<file path="config.mk">
export PLATFORM = sky130hd
export DESIGN_NAME = fp2i_pipe
export DESIGN_NICKNAME = d
export VERILOG_FILES = /design/src/rtl/fp2i_pipe.sv
export SDC_FILE = /design/constraint.sdc
export NUM_CORES = 1
export LEC_CHECK = 0
export ABC_CLOCK_PERIOD_IN_PS = 5100
export CAP_MARGIN = 20
export CORE_ASPECT_RATIO = 2
export CORE_UTILIZATION = 49
export DETAILED_ROUTE_END_ITERATION = 8
export PLACE_DENSITY = 0.72
export SKIP_CTS_REPAIR_TIMING = 1
export SYNTH_ARGS = -nofsm -noshare
export SYNTH_HDL_FRONTEND = slang
export SYNTH_SLANG_ARGS = --single-unit
</file>
<file path="constraint.sdc">
create_clock -name clk -period 5.1 [get_ports clk]
set_input_delay 1.02 -clock clk [delete_from_list [all_inputs] [get_ports clk]]
set_output_delay 1.02 -clock clk [all_outputs]
set_load 0.1 [all_outputs]
</file>
<file path="src/rtl/fp2i_pipe.sv">
// rtl/fp2i_pipe.sv - three-stage IEEE-754 single to int32 converter, truncating, saturating
module fp2i_pipe #(
    parameter logic [31:0] NAN_VALUE = 32'h0000_0000
) (
    input  logic        clk,
    input  logic        rst_n,
    input  logic        in_valid,
    output logic        in_ready,
    input  logic [31:0] in_num,
    output logic        out_valid,
    input  logic        out_ready,
    output logic [31:0] out_num,
    output logic        out_invalid,
    output logic        out_inexact
);

    logic        v1_q, v1_d, v2_q, v2_d, v3_q, v3_d;
    logic        s1_sign_q, s1_sign_d, s1_nan_q, s1_nan_d, s1_inf_q, s1_inf_d;
    logic        s1_small_q, s1_small_d, s1_over_q, s1_over_d;
    logic [7:0]  s1_exp_q, s1_exp_d;
    logic [22:0] s1_frac_q, s1_frac_d;
    logic        s2_sign_q, s2_sign_d, s2_nan_q, s2_nan_d, s2_inf_q, s2_inf_d;
    logic        s2_over_q, s2_over_d, s2_inexact_q, s2_inexact_d;
    logic [31:0] s2_mag_q, s2_mag_d;
    logic [31:0] out_num_q, out_num_d;
    logic        out_invalid_q, out_invalid_d, out_inexact_q, out_inexact_d;

    logic        load3, load2;
    logic [7:0]  in_exp;
    logic [22:0] in_frac;
    logic [31:0] mant, mask;
    logic [7:0]  sh;

    // A stage may load whenever it is empty or its occupant moves on this cycle.
    assign load3    = ~v3_q | out_ready;
    assign load2    = ~v2_q | load3;
    assign in_ready = ~v1_q | load2;

    assign in_exp  = in_num[30:23];
    assign in_frac = in_num[22:0];

    always_comb begin
        v1_d       = in_ready ? in_valid : v1_q;
        s1_sign_d  = s1_sign_q;
        s1_exp_d   = s1_exp_q;
        s1_frac_d  = s1_frac_q;
        s1_nan_d   = s1_nan_q;
        s1_inf_d   = s1_inf_q;
        s1_small_d = s1_small_q;
        s1_over_d  = s1_over_q;
        if (in_ready && in_valid) begin
            s1_sign_d  = in_num[31];
            s1_exp_d   = in_exp;
            s1_frac_d  = in_frac;
            s1_nan_d   = (in_exp == 8'hFF) && (in_frac != 23'd0);
            s1_inf_d   = (in_exp == 8'hFF) && (in_frac == 23'd0);
            s1_small_d = in_exp < 8'd127;
            // -2^31 is the one value with exponent 158 that still fits.
            s1_over_d  = (in_exp >= 8'd158) && (in_num != 32'hCF00_0000);
        end
    end

    always_comb begin
        mant = {8'd0, (s1_exp_q != 8'd0), s1_frac_q};
        sh   = 8'd0;
        mask = 32'd0;
        v2_d         = load2 ? v1_q : v2_q;
        s2_sign_d    = s2_sign_q;
        s2_nan_d     = s2_nan_q;
        s2_inf_d     = s2_inf_q;
        s2_over_d    = s2_over_q;
        s2_mag_d     = s2_mag_q;
        s2_inexact_d = s2_inexact_q;
        if (load2 && v1_q) begin
            s2_sign_d = s1_sign_q;
            s2_nan_d  = s1_nan_q;
            s2_inf_d  = s1_inf_q;
            s2_over_d = s1_over_q;
            if (s1_small_q) begin
                s2_mag_d     = 32'd0;
                s2_inexact_d = (s1_exp_q != 8'd0) || (s1_frac_q != 23'd0);
            end else if (s1_exp_q >= 8'd150) begin
                sh           = s1_exp_q - 8'd150;
                s2_mag_d     = mant << sh;
                s2_inexact_d = 1'b0;
            end else begin
                sh           = 8'd150 - s1_exp_q;
                mask         = (32'd1 << sh) - 32'd1;
                s2_mag_d     = mant >> sh;
                s2_inexact_d = |(mant & mask);
            end
        end
    end

    always_comb begin
        v3_d          = load3 ? v2_q : v3_q;
        out_num_d     = out_num_q;
        out_invalid_d = out_invalid_q;
        out_inexact_d = out_inexact_q;
        if (load3 && v2_q) begin
            if (s2_nan_q) begin
                out_num_d     = NAN_VALUE;
                out_invalid_d = 1'b1;
                out_inexact_d = 1'b0;
            end else if (s2_inf_q || s2_over_q) begin
                out_num_d     = s2_sign_q ? 32'h8000_0000 : 32'h7FFF_FFFF;
                out_invalid_d = 1'b1;
                out_inexact_d = 1'b0;
            end else begin
                out_num_d     = s2_sign_q ? (~s2_mag_q + 32'd1) : s2_mag_q;
                out_invalid_d = 1'b0;
                out_inexact_d = s2_inexact_q;
            end
        end
    end

    always_ff @(posedge clk or negedge rst_n) begin
        if (!rst_n) begin
            v1_q          <= 1'b0;
            v2_q          <= 1'b0;
            v3_q          <= 1'b0;
            s1_sign_q     <= 1'b0;
            s1_exp_q      <= 8'd0;
            s1_frac_q     <= 23'd0;
            s1_nan_q      <= 1'b0;
            s1_inf_q      <= 1'b0;
            s1_small_q    <= 1'b0;
            s1_over_q     <= 1'b0;
            s2_sign_q     <= 1'b0;
            s2_nan_q      <= 1'b0;
            s2_inf_q      <= 1'b0;
            s2_over_q     <= 1'b0;
            s2_mag_q      <= 32'd0;
            s2_inexact_q  <= 1'b0;
            out_num_q     <= 32'd0;
            out_invalid_q <= 1'b0;
            out_inexact_q <= 1'b0;
        end else begin
            v1_q          <= v1_d;
            v2_q          <= v2_d;
            v3_q          <= v3_d;
            s1_sign_q     <= s1_sign_d;
            s1_exp_q      <= s1_exp_d;
            s1_frac_q     <= s1_frac_d;
            s1_nan_q      <= s1_nan_d;
            s1_inf_q      <= s1_inf_d;
            s1_small_q    <= s1_small_d;
            s1_over_q     <= s1_over_d;
            s2_sign_q     <= s2_sign_d;
            s2_nan_q      <= s2_nan_d;
            s2_inf_q      <= s2_inf_d;
            s2_over_q     <= s2_over_d;
            s2_mag_q      <= s2_mag_d;
            s2_inexact_q  <= s2_inexact_d;
            out_num_q     <= out_num_d;
            out_invalid_q <= out_invalid_d;
            out_inexact_q <= out_inexact_d;
        end
    end

    assign out_valid   = v3_q;
    assign out_num     = out_num_q;
    assign out_invalid = out_invalid_q;
    assign out_inexact = out_inexact_q;

endmodule

</file>
==> flow_metrics.py, run 1 <==
# Metrics from the implementation run
metrics = {
    "critical_path": {
        "cpPeakStageDelay_ns": 0.64,
        "path_cells": "ha_1, and2b_1, o22ai_1, xnor2_2, nand3_1, nor2_1, nand3_1, ha_1, nand2_1, o22ai_1, a31oi_1, nand3_1, or4_1, nor4_1, a31oi_1",
        "critPathCaptureType": "register",
        "worstPathRequired_ns": 5.35,
        "r2r_setup_slack_ns": 0.75,
        "slowest_stage": "dfrtp_1",
        "cp.depth": 15,
        "endpoint": "s2_inexact_q",
        "cpMostUsedCell": "nand3_1",
        "worstSetupStartpoint": "s1_exp_q[2]",
        "cp.arrival_ns": 4.60,
        "crit_buf_inv": 0,
        "worst_setup_path_start_kind": "register",
        "path_class": "reg -> reg",
        "r2r-start": "s1_exp_q[2]",
        "crit_fanout": 12,
        "crit_family": "simple AND/OR/NAND/NOR gates",
        "ff2ff_path_depth": 15,
        "reg2reg_to": "s2_inexact_q",
    },
    "timing": {
        "layout_min_cycle_time_ns": 4.35,
        "finalSetupTns_ns": 0,
        "period_used_share": 0.854,
        "rsz0062_at_grt": "false",
        "worstMarginPinSlew_ns": 1.11,
        "skew_ns": 0.0145,
        "whs_ns": 0.477,
        "final.setup.worst_slack_ns": 0.746,
        "finalSetupViolations": 0,
        "timing.fmax_ghz": 0.230,
        "relSlewSlack": 0.259,
        "drv_slew": 0,
        "finalHoldViolCount": 0,
    },
    "layout": {
        "synthToLayoutAreaGrowth_pct": 13.4,
        "lay_top_cells": "123 x nand2_1, 109 x dfrtp_1, 90 x a21oi_1",
        "comb_area_um2": 5360,
        "layout_top_cell": "nand2_1",
        "drive_gt1_frac": 0.122,
        "design_area_um2": 9610,
        "nFillCells": 1555,
        "layoutNonFillerInstCount": 1221,
        "antenna_cells": 0,
        "final_nets": 1052,
        "regArea_um2": 2750,
    },
    "routing": {
        "viasPerCell": 6.72,
        "detail_route.iter0.violations": 519,
        "first_pass_iters": 7,
        "ant_nets": 0,
        "vias": 8205,
        "wl_per_cell_um": 24.7,
        "drc": 0,
        "routed_wl_um": 30200,
    },
    "yosys": {
        "synthTopCellsByArea": "dfrtp_1 32%, mux4_2 6.6%, nand2_1 5.4%",
        "top_area_cell": "dfrtp_1",
        "xor_share": 0.0453,
        "synth_seq_share": 0.325,
        "ys_sh_mux": 0.147,
        "top_cell_area_share": 0.325,
        "synth_compound_gate_area_share": 0.257,
        "synth_async_sr_flop_share": 1.00,
        "ys_sh_simple": 0.170,
        "logic_family": "AND-OR/OR-AND gates",
        "synthesis.area_um2": 8470,
        "numSynthFlops": 110,
        "ys_cells": 991,
        "ys_area_um2": 8470,
        "ys_sh_adder": 0.0103,
        "top_cell": "nand2_1",
        "edf_count": 0,
        "netlist_instances": 991,
        "netlist_top_cells_count": "123 x nand2_1, 110 x dfrtp_1, 90 x a21oi_1",
        "ys_types": 66,
        "avgSynthCellArea_um2": 8.55,
        "syn_nets": 1034,
        "ys_dominant_reg_cell": "dfrtp_1",
        "yosys_warnings": 0,
    },
    "power_and_ir_drop": {
        "total_power_mw": 5.22,
        "clkPwrFrac": 0.141,
        "p_leak_nw": 3.98,
        "swShare": 0.541,
        "p_sw_mw": 2.82,
        "max-vdd-ir-drop_mv": 0.334,
        "p_per_area_nw_per_um2": 543,
        "intPower_mw": 2.39,
        "powerComb_mw": 3.16,
        "maxPowerGroup": "combinational logic",
        "p_clk_mw": 0.733,
        "combinationalPowerShare": 0.605,
        "p_seq_frac": 0.254,
        "p_seq_mw": 1.33,
    },
    "floorplan": {
        "rows": 67,
        "ioPinCount": 72,
        "die_y_um": 188,
        "dieArea_um2": 17900,
        "fp_util": 0.503,
        "chipWidth_um": 95.0,
        "coreArea_um2": 16800,
    },
    "run": {
        "warning_count": 29,
        "maxCapViolCount": 0,
    },
    "status": {
        "status": "complete, no violations",
    },
    "place": {
        "dp.cells": 1204,
        "place_hpwl_um": 23500,
        "port_buffers": 71,
        "gp_congestion": 1.01,
        "preCtsSetupSlack_ns": 0.816,
        "post_dp_cell_area_um2": 9280,
    },
    "global_routing": {
        "antenna_found_initial": 0,
        "grt_start_max_net_pins": 73,
        "grt_pass1_wl_um": 46300,
        "grt_pass1_vias": 8077,
        "grt_overflow_total": 0,
    },
    "clock_network": {
        "cts_tree": "yes",
        "clk_latency_ns": 0.37,
        "numCtsBuffers": 9,
        "clock-root-buffer": "clkbuf_16",
        "cts_buffer_depth": 2,
        "clk_pin_slew_ns": 0.08,
        "cts_sinks": 110,
        "htreeDepth": 3,
    },
    "worst_hold_path": {
        "hold-path-cell-count": 1,
        "hp-class": "reg -> reg",
        "hp-start": "out_num[27]",
        "holdPathEnd": "out_num[27]",
    },
}
[run 1: layer usage]
layer / share of wire / track usage / up-vias
met5: 0 / 0 / -
met4: 0.093 / 0.282 / 0
met3: 0.047 / 0.0474 / 129
met2: 0.53 / 0.624 / 373
met1: 0.33 / 0.356 / 3988
li1: - / - / 3715
[run 1: area by class of cell]
cell class / count / share of cell area
clock buffer: 9 / 0.0234
timing repair buffer: 92 / 0.0906
clock inverter: 7 / 0.00924
inverter: 14 / 0.00547
sequential: 110 / 0.287
multi-input combinational: 782 / 0.558
tap: 207 / 0.0269
[run 1: sequential cells by signal (all words and copies together), names as in the netlist, 8 cells and up]
| register | cells |
|---|---|
| s2_mag_q | 32 |
| s1_frac_q | 23 |
| out_num | 32 |
| s1_exp_q | 8 |
Fig. 1: run 1, routing congestion
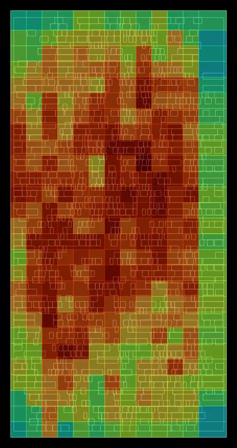
met1 usage: 0.356
final core utilization: 0.570
grt peak-use layer: met2
GR Util All Layers: 0.353
met2 Use GR: 0.624

Fig. 2: run 1, placed cells, one colour a class
Scale: 2 px per um.
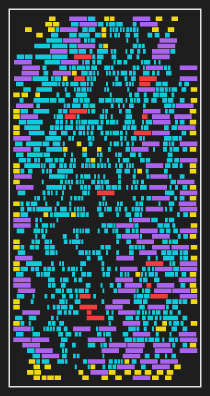
colour	class	cells
cyan	remaining logic cells	796
yellow	remaining buffers and delay cells	92
purple	registers	110
red	clock drivers and dummy loads	16

Fig. 3: run 1, the metal 1 layer
Scale: 3 px per um.
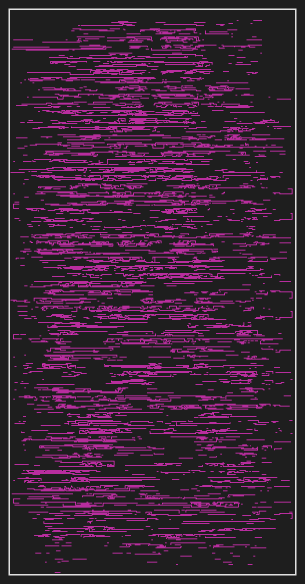
share of all routed wire	33%
longest straight run	33.6 um
wire length on this layer	10,000 um

Fig. 4: run 1, sizing map
Scale: 2 px per um.
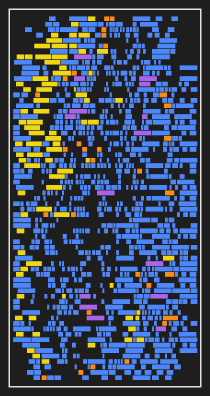
colour	size	cells	share	most used
orange	x3 and x4	30	3.0%	buf_4
blue	x1 and smaller	890	88%	nand2_1
purple	x6 and larger	15	1.5%	clkbuf_16
yellow	x2	79	7.8%	mux2_2

Fig. 5: run 1, zoomed window
Window x 11 to 36, y 128 to 153 um. Cells in grey, sequential cells in the stronger grey; small squares are vias.
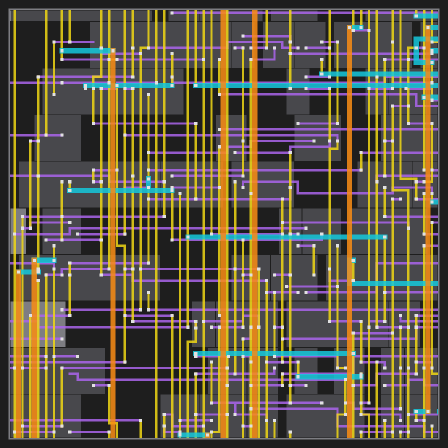

==> run 2, diff against run 1 <==
--- a/config.mk
+++ b/config.mk
@@ -5,6 +5,7 @@
 export SDC_FILE = /design/constraint.sdc
 export NUM_CORES = 1
 export LEC_CHECK = 0
+export ABC_AREA = 1
 export ABC_CLOCK_PERIOD_IN_PS = 5100
 export CAP_MARGIN = 20
 export CORE_ASPECT_RATIO = 2
Fig. 6: run 2, zoomed window
Window x 12 to 37, y 131 to 156 um. Cells in grey, sequential cells in the stronger grey; small squares are vias.
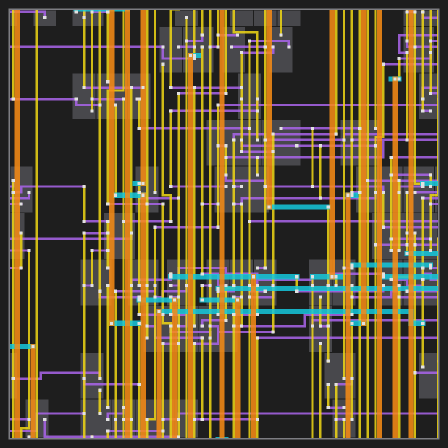
colour	layer
yellow	M2
purple	M1
orange	M4
cyan	M3
most frequent	nor2_1 (15), nand2_1 (9), nand3_1 (5)
cells with their middle in the window	45
sequential cells in the window	0

==> run 2 against run 1 <==
First-iteration DRC count increased by 24%. Clock skew about the same. Highest routed layer unchanged. Hold slack worse by 0.00063 ns. Largest power group unchanged. Clock power fell by 4.4%. Critical endpoint unchanged. Cell count is 34% higher. Critical path type unchanged. Sequential share of layout area decreased by 1.0 points. Count of clock-buffer cells in the layout rose by 1. Combinational power up 19%.
==> flow_metrics.py, run 2 <==
# Metrics from the implementation run
metrics = {
    "timing": {
        "drv_slew": 0,
        "skew_ns": 0.0145,
        "worstMarginPinSlew_ns": 1.00,
        "relSlewSlack": 0.331,
        "whs_ns": 0.477,
        "rsz0062_at_grt": "false",
    },
    "power_and_ir_drop": {
        "max-vdd-ir-drop_mv": 0.342,
        "p_per_area_nw_per_um2": 582,
        "p_seq_mw": 1.35,
        "swShare": 0.577,
        "maxPowerGroup": "combinational logic",
        "clkPwrFrac": 0.121,
        "intPower_mw": 2.46,
    },
    "global_routing": {
        "grt_busiest_layer": "met2",
        "grt_pass1_wl_um": 52300,
        "grt_util_all_layers": 0.373,
        "antenna_found_initial": 0,
        "grt_use_met3": 0.0459,
        "grt_overflow_total": 0,
        "met1_usage": 0.356,
        "grt_pass1_vias": 9440,
    },
    "routing": {
        "drc": 0,
        "detail_route.iter0.violations": 641,
        "top_layer": "met4",
        "vias": 9725,
        "met3_length_um": 1580,
        "ant_nets": 0,
    },
    "layout": {
        "layout_top_cell": "nand2_1",
        "drive_gt1_frac": 0.0547,
        "nFillCells": 1792,
        "synthToLayoutAreaGrowth_pct": 13.1,
        "layoutNonFillerInstCount": 1638,
        "regArea_um2": 2750,
        "comb_area_um2": 5270,
    },
    "clock_network": {
        "cts_tree": "yes",
        "clock-root-buffer": "clkbuf_16",
        "numCtsBuffers": 9,
        "clk_pin_slew_ns": 0.08,
        "htreeDepth": 3,
    },
    "yosys": {
        "edf_count": 0,
        "ys_cells": 1387,
        "synthTopCellsByArea": "dfrtp_1 31%, nand2_1 17%, o21ai_0 11%",
        "netlist_top_cells_count": "391 x nand2_1, 188 x o21ai_0, 137 x nor2_1",
        "ys_area_um2": 8810,
        "top_cell_area_share": 0.312,
        "xor_share": 0.00497,
        "synth_async_sr_flop_share": 1.00,
        "ys_sh_adder": 0.00994,
        "synth_compound_gate_area_share": 0.224,
        "syn_nets": 1430,
        "numSynthFlops": 110,
        "avgSynthCellArea_um2": 6.35,
        "top_cell": "nand2_1",
        "netlist_instances": 1387,
        "ys_types": 53,
        "ys_sh_mux": 0.0193,
        "ys_dominant_reg_cell": "dfrtp_1",
        "synth_seq_share": 0.312,
        "ys_sh_simple": 0.339,
        "yosys_warnings": 0,
    },
    "floorplan": {
        "die_y_um": 192,
        "coreArea_um2": 17700,
        "rows": 69,
        "dieArea_um2": 18600,
        "fp_util": 0.498,
    },
    "critical_path": {
        "crit_fanout": 33,
        "endpoint": "s2_inexact_q",
        "path_cells": "buf_4, clkinv_1, buf_4, ha_1, buf_4, clkinv_1, nand4_1, nor2_1, inv_1, nand2_1, nor2_1, nand3_1, nand3_1, nand2_1, nor2_1, nand2_1, nor2_1, nand2_1, nand2_1, a21oi_1",
        "path_class": "reg -> reg",
        "crit_buf_inv": 6,
        "worstSetupStartpoint": "s1_exp_q[1]",
        "crit_family": "simple AND/OR/NAND/NOR gates",
        "cpPeakStageDelay_ns": 0.55,
        "reg2reg_to": "s2_inexact_q",
        "cp.arrival_ns": 4.34,
        "worstPathRequired_ns": 5.35,
        "slowest_stage": "clkinv_1",
        "r2r_setup_slack_ns": 1.01,
    },
    "place": {
        "dp.cells": 1622,
    },
    "status": {
        "status": "complete, no violations",
    },
    "worst_hold_path": {
        "hold-path-cell-count": 2,
        "hp-start": "out_num[11]",
        "holdPathEnd": "out_num[11]",
    },
}
## run 2: netlist changes by cell type after synthesis, moves of 19 or more
| cell | previous run | this run |
|---|---|---|
| xor2_1 | 32 | 4 |
| inv_1 | 12 | 116 |
| o21ai_0 | 71 | 188 |
| a21oi_1 | 90 | 39 |
| nor2_1 | 69 | 137 |
| a21o_1 | 33 | 2 |
| nand3_1 | 17 | 65 |
| nand2_1 | 123 | 391 |
| mux4_2 | 25 | 0 |
| nand4_1 | 8 | 35 |
| o22ai_1 | 11 | 30 |
| mux2_2 | 39 | 0 |
## run 2: layout make-up
type | count | share of cell area
clock buffer | 10 | 0.0240
clock inverter | 6 | 0.00616
inverter | 132 | 0.0500
multi-input combinational | 1074 | 0.529
sequential | 110 | 0.276
tap | 213 | 0.0268
timing repair buffer | 93 | 0.0874
Fig. 7: run 2, placed cells, one colour a class
Scale: 2 px per um.
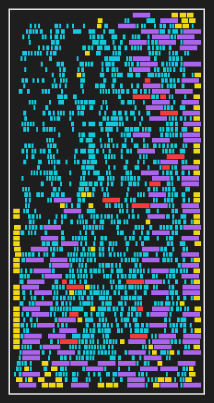

==> run 3, diff against run 2 <==
--- a/config.mk
+++ b/config.mk
@@ -6,7 +6,7 @@
 export NUM_CORES = 1
 export LEC_CHECK = 0
 export ABC_AREA = 1
-export ABC_CLOCK_PERIOD_IN_PS = 5100
+export ABC_CLOCK_PERIOD_IN_PS = 4100
 export CAP_MARGIN = 20
 export CORE_ASPECT_RATIO = 2
 export CORE_UTILIZATION = 49
==> constraint.sdc (replaced) <==
create_clock -name clk -period 4.1 [get_ports clk]
set_input_delay 0.82 -clock clk [delete_from_list [all_inputs] [get_ports clk]]
set_output_delay 0.82 -clock clk [all_outputs]
set_load 0.1 [all_outputs]
Fig. 8: run 3, placed cells, one colour a class
Scale: 2 px per um.
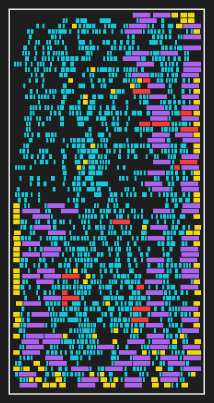
colour	class	cells
cyan	remaining logic cells	1,206
yellow	remaining buffers and delay cells	102
red	clock drivers and dummy loads	16
purple	registers	110

==> run 3 against run 2 <==
Sequential share of layout area shrank 0.24 points. Hold slack gained 0.0010 ns. Power grew 25%. Critical path depth up 3. Largest cell class unchanged. Critical endpoint unchanged.
==> flow_metrics.py, run 3 <==
# Metrics from the implementation run
metrics = {
    "status": {
        "status": "complete, no violations",
    },
    "power_and_ir_drop": {
        "p_clk_mw": 0.890,
        "p_per_area_nw_per_um2": 722,
        "p_seq_frac": 0.232,
        "p_sw_mw": 4.17,
        "p_seq_mw": 1.68,
        "total_power_mw": 7.25,
        "swShare": 0.575,
    },
    "yosys": {
        "logic_family": "simple AND/OR/NAND/NOR gates",
        "yosys_warnings": 0,
        "ys_sh_adder": 0.00994,
        "synth_compound_gate_area_share": 0.224,
        "numSynthFlops": 110,
        "syn_nets": 1430,
        "ys_cells": 1387,
        "netlist_instances": 1387,
        "synth_async_sr_flop_share": 1.00,
        "ys_sh_simple": 0.339,
        "ys_types": 53,
    },
    "clock_network": {
        "cts_sinks": 110,
        "clk_latency_ns": 0.36,
        "clock-root-buffer": "clkbuf_16",
        "clk_pin_slew_ns": 0.08,
    },
    "worst_hold_path": {
        "hp-class": "reg -> reg",
        "holdPathEnd": "out_num[20]",
        "hold-path-cell-count": 1,
    },
    "routing": {
        "ant_nets": 0,
        "first_pass_iters": 7,
        "wl_met1_um": 11100,
        "detail_route.iter0.violations": 589,
        "met3_length_um": 1180,
        "top_layer": "met4",
        "viasPerCell": 5.88,
        "drc": 0,
        "routed_wl_um": 32800,
    },
    "layout": {
        "sh_comb_area": 0.525,
        "nFillCells": 1818,
        "synthToLayoutAreaGrowth_pct": 14.0,
        "antenna_cells": 0,
        "clock_buffers": 9,
        "nonClkBufAreaFrac": 0.0947,
        "comb_area_um2": 5270,
        "final_nets": 1472,
        "ff_count": 110,
        "area_dominant_class": "combinational gates",
        "inv_count": 132,
        "clk_share": 0.0305,
        "buffers": 102,
    },
    "timing": {
        "timing.fmax_ghz": 0.262,
        "skew_ns": 0.0123,
        "worstMarginPinSlew_ns": 1.00,
        "finalSetupTns_ns": 0,
        "relSlewSlack": 0.330,
    },
    "place": {
        "preCtsSetupSlack_ns": 0.443,
        "port_buffers": 71,
    },
    "global_routing": {
        "grt_overflow_total": 0,
        "grt_util_all_layers": 0.363,
        "grt_use_met3": 0.0418,
        "grt_busiest_layer": "met2",
        "met1_usage": 0.341,
        "grt_start_max_net_pins": 77,
    },
    "critical_path": {
        "worstSetupStartpoint": "s1_exp_q[1]",
        "crit_fanout": 13,
        "reg2reg_to": "s2_inexact_q",
        "critPathCaptureType": "register",
        "ff2ff_path_depth": 23,
        "worst_setup_path_start_kind": "register",
    },
    "floorplan": {
        "die_y_um": 192,
        "ioPinCount": 72,
    },
}
-- run 3: netlist changes by cell type in the layout (fill, tap and decap cells not counted) --
cell / before / now
buf_4: 24 / 32
buf_12: 0 / 1
clkbuf_8: 1 / 0
clkinvlp_4: 1 / 0
inv_12: 0 / 1
inv_8: 1 / 2
-- run 3: worst max-delay path, cell delays in order (launching register included) --
cell	delay (ns)
dfrtp_1	0.51
ha_1	0.30
inv_1	0.08
nand2_1	0.08
nand2_2	0.08
nand3_1	0.09
nand2_1	0.09
nor2_2	0.56
nand4_1	0.32
inv_1	0.15
nand2_1	0.06
ha_1	0.23
nand2_1	0.08
nor2_1	0.07
nand2_1	0.17
nand2_1	0.09
nand3_1	0.09
nand3_1	0.13
nor2_1	0.11
nand2_1	0.08
nor2_1	0.15
nand2_1	0.08
nand2_1	0.06
a21oi_1	0.05
Power is estimated from default activity; no workload was simulated.
